Design branch_stack, sky130hd; sources not shown.
### Placement view

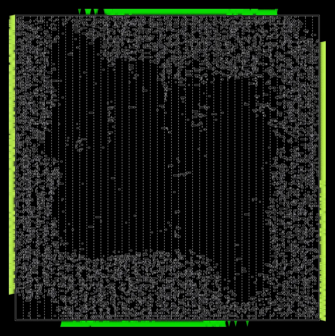
row count: 218
TAP cells: 4,620
registers: 1,108
Finished Layout Cells: 10,700
post-layout util: 21.57%

### Met1 routing

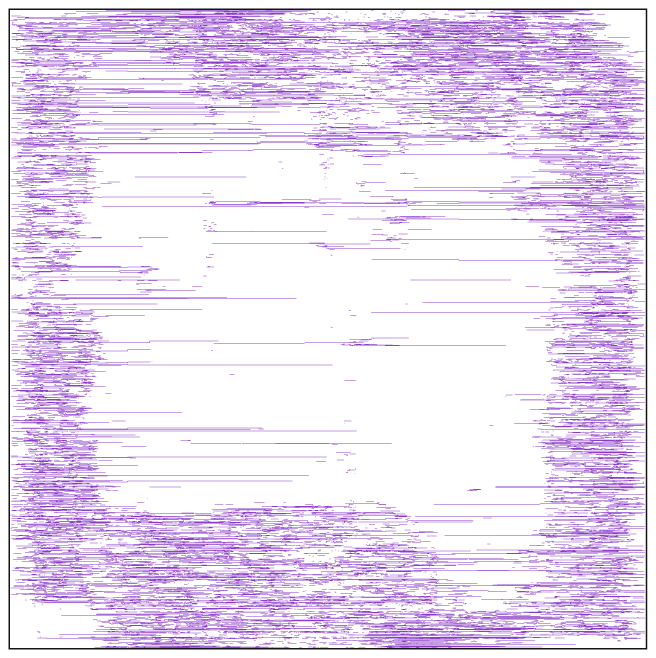
- wire length on this layer: 142 mm
- longest straight run: 270 µm
- share of all routed wire: 42%
- main direction: horizontal
- nets with wire on the layer: 6,522
met1 usage in global routing: 23.06%
Routed WL: 335.6 mm
DR vias: 45,490

### Sequential cells grouped by signal name

Other cells in gray.
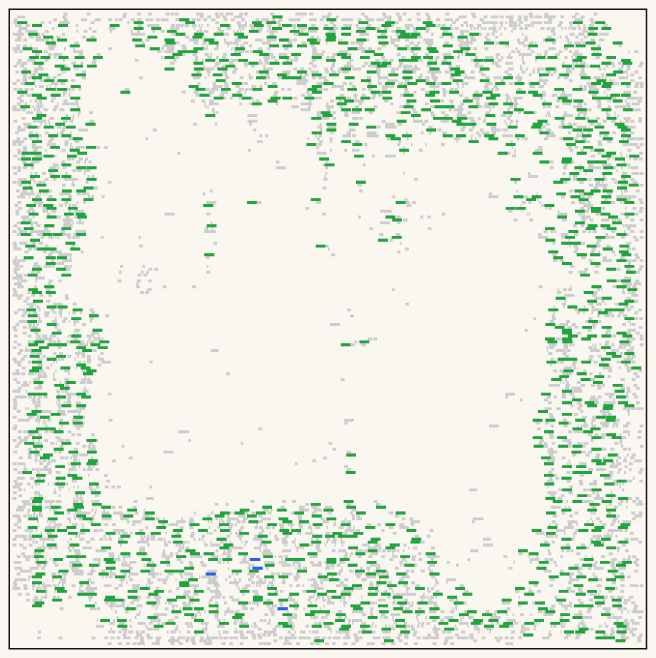
- g_slot.u_slot.entry: green (flops 1,104; where all over the die)
- b_mask: blue (flops 4; where south)
register share of the cell area: 36.65%
register area: 0.02773 mm²
Seq group: 1340 µW

### Metal 2

Cells faint in the background.
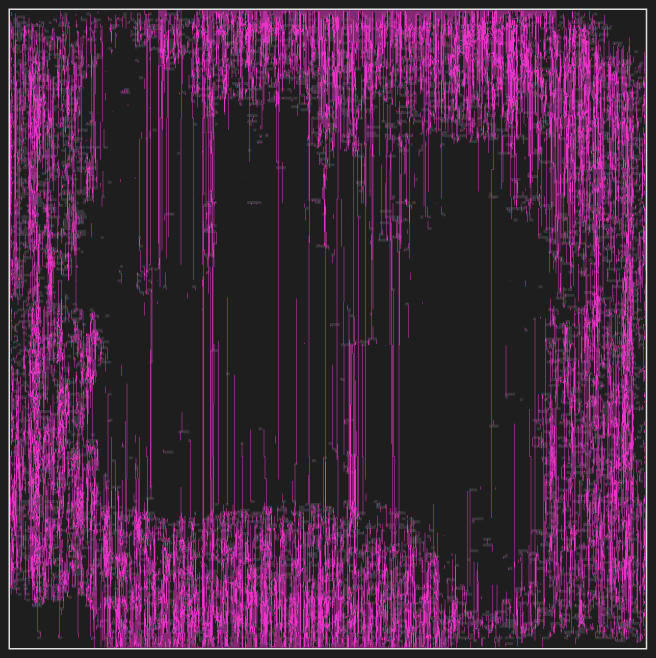
- longest straight run: 413 µm
- nets with wire on the layer: 6,263
- wire length on this layer: 155 mm
- share of all routed wire: 46%
- main direction: vertical
met2 GRT Util: 29.07%

==> qor.txt <==
run status: finished, final reports clean
Post-CTS Hold Buffers: 0
vias in the first global route: 46,530
Register-to-Register Path Depth: 10
Top Consumer: sequential cells
placed insts: 10,370
Ports: 1,529
Synth top cell by count: dfrtp_1
Hold Crit Depth: 2
Ys Warns: 0
clock power share: 36.9%
worst path arrival time: 11,500 ps
Simple Share, Synth: 7.862%
combinational power: 706 µW
Final Setup Violations: 0
met3 wire length: 28.58 mm
CP Capture Type: primary output
MI comb area: 0.02037 mm²
hold slack: 471.3 ps
reg-to-reg slack, setup: 40,450 ps
post-CTS setup buffers: 0
Max Cap Viol: 0
nets@finish: 7,112
CTS tree: yes
GPL Wtd Cong: 0.9891
RSZ-0062 raised after global routing: false
largest net degree at the start of global routing: 132
total gr overflow: 0
Critical Path RT: 39,520 ps
Lkg Pwr: 0.02958 µW
sum of negative setup slack: 0 ps
initial antenna violation count: 166
area post-placement: 0.07060 mm²
CORE AREA: 0.3508 mm²
gr usage total: 18.10%
largest delay contributor family on the critical path: buffers and inverters
Dominant cell area share: 55.11%
Power is estimated from default activity; no workload was simulated.
